File: config.mk
export PLATFORM = sky130hd
export DESIGN_NAME = alu_seq_muldiv
export DESIGN_NICKNAME = d
export VERILOG_FILES = /design/src/rtl/alu_seq_muldiv.sv
export SDC_FILE = /design/constraint.sdc
export NUM_CORES = 2
export LEC_CHECK = 0
export CAP_MARGIN = 20
export CELL_PAD_IN_SITES_DETAIL_PLACEMENT = 2
export CELL_PAD_IN_SITES_GLOBAL_PLACEMENT = 2
export CORE_UTILIZATION = 33
export DETAILED_ROUTE_END_ITERATION = 8
export PLACE_DENSITY = 0.91
export SLEW_MARGIN = 0
export SYNTH_ARGS = -nofsm -noshare
export SYNTH_HDL_FRONTEND = slang
export SYNTH_SLANG_ARGS = --single-unit
export TNS_END_PERCENT = 10
File: constraint.sdc
create_clock -name clock -period 6.8 [get_ports clock]
set_input_delay 1.02 -clock clock [delete_from_list [all_inputs] [get_ports clock]]
set_output_delay 1.02 -clock clock [all_outputs]
set_load 0.005 [all_outputs]
File: src/rtl/alu_seq_muldiv.sv
// Multi-cycle ALU: radix-4 Booth MUL, non-restoring signed DIV, 1-cycle ops.
// Optional macro ALU_DIVZERO_EN adds a div_zero flag and a fast divide-by-zero path.
module alu_seq_muldiv #(
  parameter int          WIDTH = 32,
  parameter logic [7:0]  CCODE = 8'hCC
) (
  input  logic             clock,
  input  logic             clear,
  input  logic             start,
  input  logic [4:0]       opcode,
  input  logic [WIDTH-1:0] a,
  input  logic [WIDTH-1:0] b,
  output logic             busy,
  output logic             done,
`ifdef ALU_DIVZERO_EN
  output logic             div_zero,
`endif
  output logic [WIDTH-1:0] hi,
  output logic [WIDTH-1:0] lo
);

  localparam int CW = $clog2(WIDTH) + 1;
  localparam logic [WIDTH-1:0] ILL = WIDTH'({(WIDTH + 7) / 8{CCODE}});
  localparam logic [WIDTH-1:0] WV  = WIDTH'(WIDTH);

  localparam logic [4:0] OP_ADD  = 5'b00011;
  localparam logic [4:0] OP_SUB  = 5'b00100;
  localparam logic [4:0] OP_SHR  = 5'b00101;
  localparam logic [4:0] OP_SHRA = 5'b00110;
  localparam logic [4:0] OP_SHL  = 5'b00111;
  localparam logic [4:0] OP_ROR  = 5'b01000;
  localparam logic [4:0] OP_ROL  = 5'b01001;
  localparam logic [4:0] OP_AND  = 5'b01010;
  localparam logic [4:0] OP_OR   = 5'b01011;
  localparam logic [4:0] OP_MUL  = 5'b01111;
  localparam logic [4:0] OP_DIV  = 5'b10000;
  localparam logic [4:0] OP_NEG  = 5'b10001;
  localparam logic [4:0] OP_NOT  = 5'b10010;

  typedef enum logic [2:0] {
    IDLE, MUL_ITER, DIV_ITER, DIV_FIX, DONE
  } state_t;

  state_t state, nxt;

  logic [CW-1:0]      cnt;
  logic [2*WIDTH-1:0] acc, m, term, acc_n;
  logic [WIDTH:0]     mq;
  logic [WIDTH:0]     r, r_sh, r_new, r_fix;
  logic [WIDTH-1:0]   q, d, q_new;
  logic               sq, sr;
  logic [WIDTH-1:0]   res, rot, rinv, a_abs, b_abs;
  logic               accept, dz_hit;

  assign accept = start && (state == IDLE || state == DONE);
  assign a_abs  = a[WIDTH-1] ? -a : a;
  assign b_abs  = b[WIDTH-1] ? -b : b;

`ifdef ALU_DIVZERO_EN
  logic dz_r;
  assign dz_hit   = (opcode == OP_DIV) && (b == '0);
  assign div_zero = dz_r && done;
`else
  assign dz_hit = 1'b0;
`endif

  // single-cycle result for the non-iterative opcodes
  always_comb begin
    rot  = b % WV;
    rinv = WV - rot;
    res  = ILL;
    case (opcode)
      OP_ADD:  res = a + b;
      OP_SUB:  res = a - b;
      OP_SHR:  res = a >> b;
      OP_SHRA: res = $signed(a) >>> b;
      OP_SHL:  res = a << b;
      OP_ROR:  res = (a >> rot) | (a << rinv);
      OP_ROL:  res = (a << rot) | (a >> rinv);
      OP_AND:  res = a & b;
      OP_OR:   res = a | b;
      OP_NEG:  res = -b;
      OP_NOT:  res = ~b;
      default: res = ILL;
    endcase
  end

  // Booth digit from the low three bits of the shifting multiplier
  always_comb begin
    term = '0;
    case (mq[2:0])
      3'b001, 3'b010: term = m;
      3'b011:         term = m << 1;
      3'b100:         term = -(m << 1);
      3'b101, 3'b110: term = -m;
      default:        term = '0;
    endcase
    acc_n = acc + term;
  end

  // one non-restoring step plus the final remainder correction
  always_comb begin
    r_sh  = {r[WIDTH-1:0], q[WIDTH-1]};
    r_new = r[WIDTH] ? r_sh + {1'b0, d} : r_sh - {1'b0, d};
    q_new = {q[WIDTH-2:0], ~r_new[WIDTH]};
    r_fix = r[WIDTH] ? r + {1'b0, d} : r;
  end

  // state register
  always_ff @(posedge clock) begin
    if (clear) state <= IDLE;
    else       state <= nxt;
  end

  // next state and status outputs
  always_comb begin
    nxt  = state;
    busy = 1'b0;
    done = 1'b0;
    case (state)
      IDLE, DONE: begin
        done = (state == DONE);
        nxt  = IDLE;
        if (accept) begin
          if (opcode == OP_MUL)                 nxt = MUL_ITER;
          else if (opcode == OP_DIV && !dz_hit) nxt = DIV_ITER;
          else                                  nxt = DONE;
        end
      end
      MUL_ITER: begin
        busy = 1'b1;
        if (cnt == CW'(WIDTH / 2 - 1)) nxt = DONE;
      end
      DIV_ITER: begin
        busy = 1'b1;
        if (cnt == CW'(WIDTH - 1)) nxt = DIV_FIX;
      end
      DIV_FIX: begin
        busy = 1'b1;
        nxt  = DONE;
      end
      default: nxt = IDLE;
    endcase
  end

  // operand latches, iteration registers and result registers
  always_ff @(posedge clock) begin
    if (clear) begin
      cnt <= '0;
      acc <= '0;
      m   <= '0;
      mq  <= '0;
      r   <= '0;
      q   <= '0;
      d   <= '0;
      sq  <= 1'b0;
      sr  <= 1'b0;
      hi  <= '0;
      lo  <= '0;
`ifdef ALU_DIVZERO_EN
      dz_r <= 1'b0;
`endif
    end else if (accept) begin
      cnt <= '0;
`ifdef ALU_DIVZERO_EN
      dz_r <= dz_hit;
`endif
      if (opcode == OP_MUL) begin
        acc <= '0;
        m   <= {{WIDTH{a[WIDTH-1]}}, a};
        mq  <= {b, 1'b0};
      end else if (opcode == OP_DIV) begin
        r  <= '0;
        q  <= a_abs;
        d  <= b_abs;
        sq <= a[WIDTH-1] ^ b[WIDTH-1];
        sr <= a[WIDTH-1];
        if (dz_hit) begin
          hi <= a;
          lo <= '1;
        end
      end else begin
        hi <= '0;
        lo <= res;
      end
    end else begin
      case (state)
        MUL_ITER: begin
          acc <= acc_n;
          m   <= m << 2;
          mq  <= mq >> 2;
          cnt <= cnt + 1'b1;
          if (cnt == CW'(WIDTH / 2 - 1)) {hi, lo} <= acc_n;
        end
        DIV_ITER: begin
          r   <= r_new;
          q   <= q_new;
          cnt <= cnt + 1'b1;
        end
        DIV_FIX: begin
          r  <= r_fix;
          hi <= sr ? -r_fix[WIDTH-1:0] : r_fix[WIDTH-1:0];
          lo <= sq ? -q : q;
        end
        default: ;
      endcase
    end
  end

endmodule

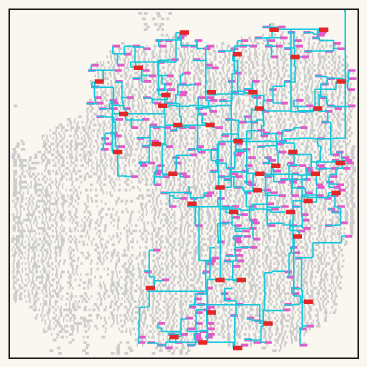
**Above:** clock wires, drivers and flops.
Scale: 1 px per um.
Key: magenta = flip-flops [count 333]; red = clock drivers [count 43]; cyan = clock wires [length 6990 um]
There are 44 routed clock nets.

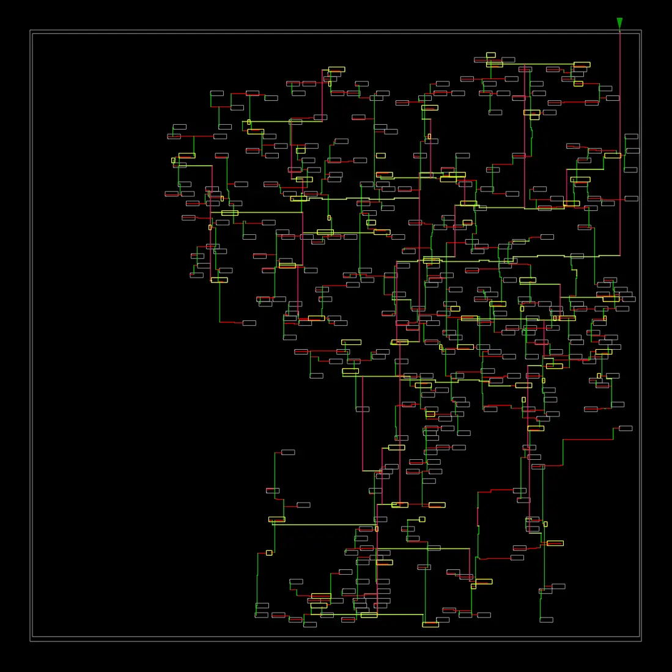
**Above:** clock nets.
Num CTS Buffers: 43
clock sinks: 333
CLK BUF: 65
skew final: 0.0261 ns

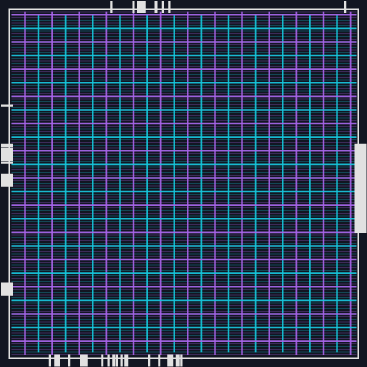
**Above:** floorplan with the power grid.
Scale: 1 px per um. Pins as bars on the die edge.
Key: purple = VSS; cyan = VDD
138 signal pins sit on the boundary. 25 straps on met4. The core has 126 rows. 25 straps on met5.

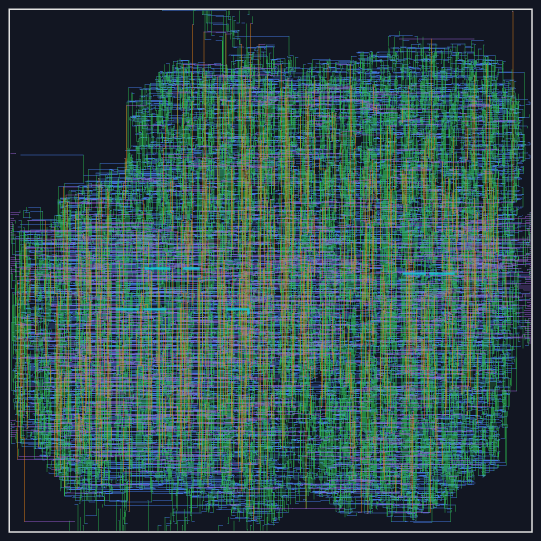
**Above:** metal layers overlaid.
Scale: 1.5 px per um.
Key: blue = metal 1 [wire length 92.8 mm]; purple = metal 3 [wire length 24.4 mm]; green = metal 2 [wire length 107 mm]; orange = metal 4 [wire length 20.9 mm]; cyan = metal 5 [wire length 98.6 um]
WL/cell: 34.2 um
final wirelength: 245 mm
vias after detailed routing: 49911
gr usage total: 38.9%

==> qor.yml <==
clk-power_uw: 2510
cap_violations: 0
cts-htree-levels: 2
place_ws_ns: 0.171
seqPwrFrac_pct: 29.7
wl_met1_mm: 92.8
largest_class: "multi-input combinational cells"
max_stage_delay_ns: 0.57
ys_seq_elements: 333
hold_viol_final: 0
p_seq_uw: 2030
place_hpwl_mm: 174
num-multi-input-gates: 4791
mux_area_share_pct: 7.11
grt_pass1_wl_mm: 358
num_rows: 126
syn-num-nets: 5976
p_leak_uw: 0.0169
critPathLaunchType: "flop"
criticalPathCategory: "reg2reg"
ys_cells: 5729
layout_top_cells: "722 x nand2_1, 706 x nor2_1, 500 x a21oi_1"
cp_num_buf_inv: 0
finish.instance_area_sq_um: 43800
regToRegStartpoint: "m[3]"
numPortBuffers: 137
use_met2_pct: 60.8
clock_area_share_pct: 3.26
ff_count: 333
fin_tns_setup_ns: 0
buffers_excl_clock: 341
fin_util_pct: 37.1
area_leaders: "dfxtp_1 17%, nand2_1 6.9%, nor2_1 6.8%, a21oi_1 6.4%, ha_1 5.4%"
drtIter0Drc: 5537
post_dp_cell_area_sq_um: 42300
synth_seq_share_pct: 16.9
drc: 0
routed-wl-met2_mm: 107
antenna_found_initial: 21
clkTransAtPathRegs_ns: 0.06
p_comb_share_pct: 33.6
num_antenna_cells: 8
top_logic_kind: "AND-OR/OR-AND gates"
min_period_ns: 6.75
logic_area_sq_um: 30600
fmax_mhz: 148
ant_nets: 0
clock_power_share_pct: 36.7
fp_util_pct: 33.3
tap_cells: 1536
nonClkBufAreaFrac_pct: 6.63
layout_top_cell: "nand2_1"
hold_path_class: "reg2reg"
layout-drive-gt1-share_pct: 8.25
place_inst: 7079
comb_share_pct: 69.8
cts.repair.resized: 4
postLayoutSetupSlackWorst_ns: 0.0515
crit_start: "m[3]"
syn-cell-area_sq_um: 39400
worstHoldPathCells: 2
hold_ws_ns: 0.455
synthCells: 5729
synth_cell_types: 104
maxSlewHeadroom_pct: 15.8
critical_path.endpoint: "hi[31]"
clk_path_buf_depth: 3
power_uw: 6830
switching_share_pct: 39.7
top_cells_by_count: "726 x nand2_1, 714 x nor2_1, 503 x a21oi_1"
grt_max_degree: 109
status: "complete, no violations"
grt_pass1_vias: 51787
synth.most_common_cell: "nand2_1"
num-nonclk-inverters: 83
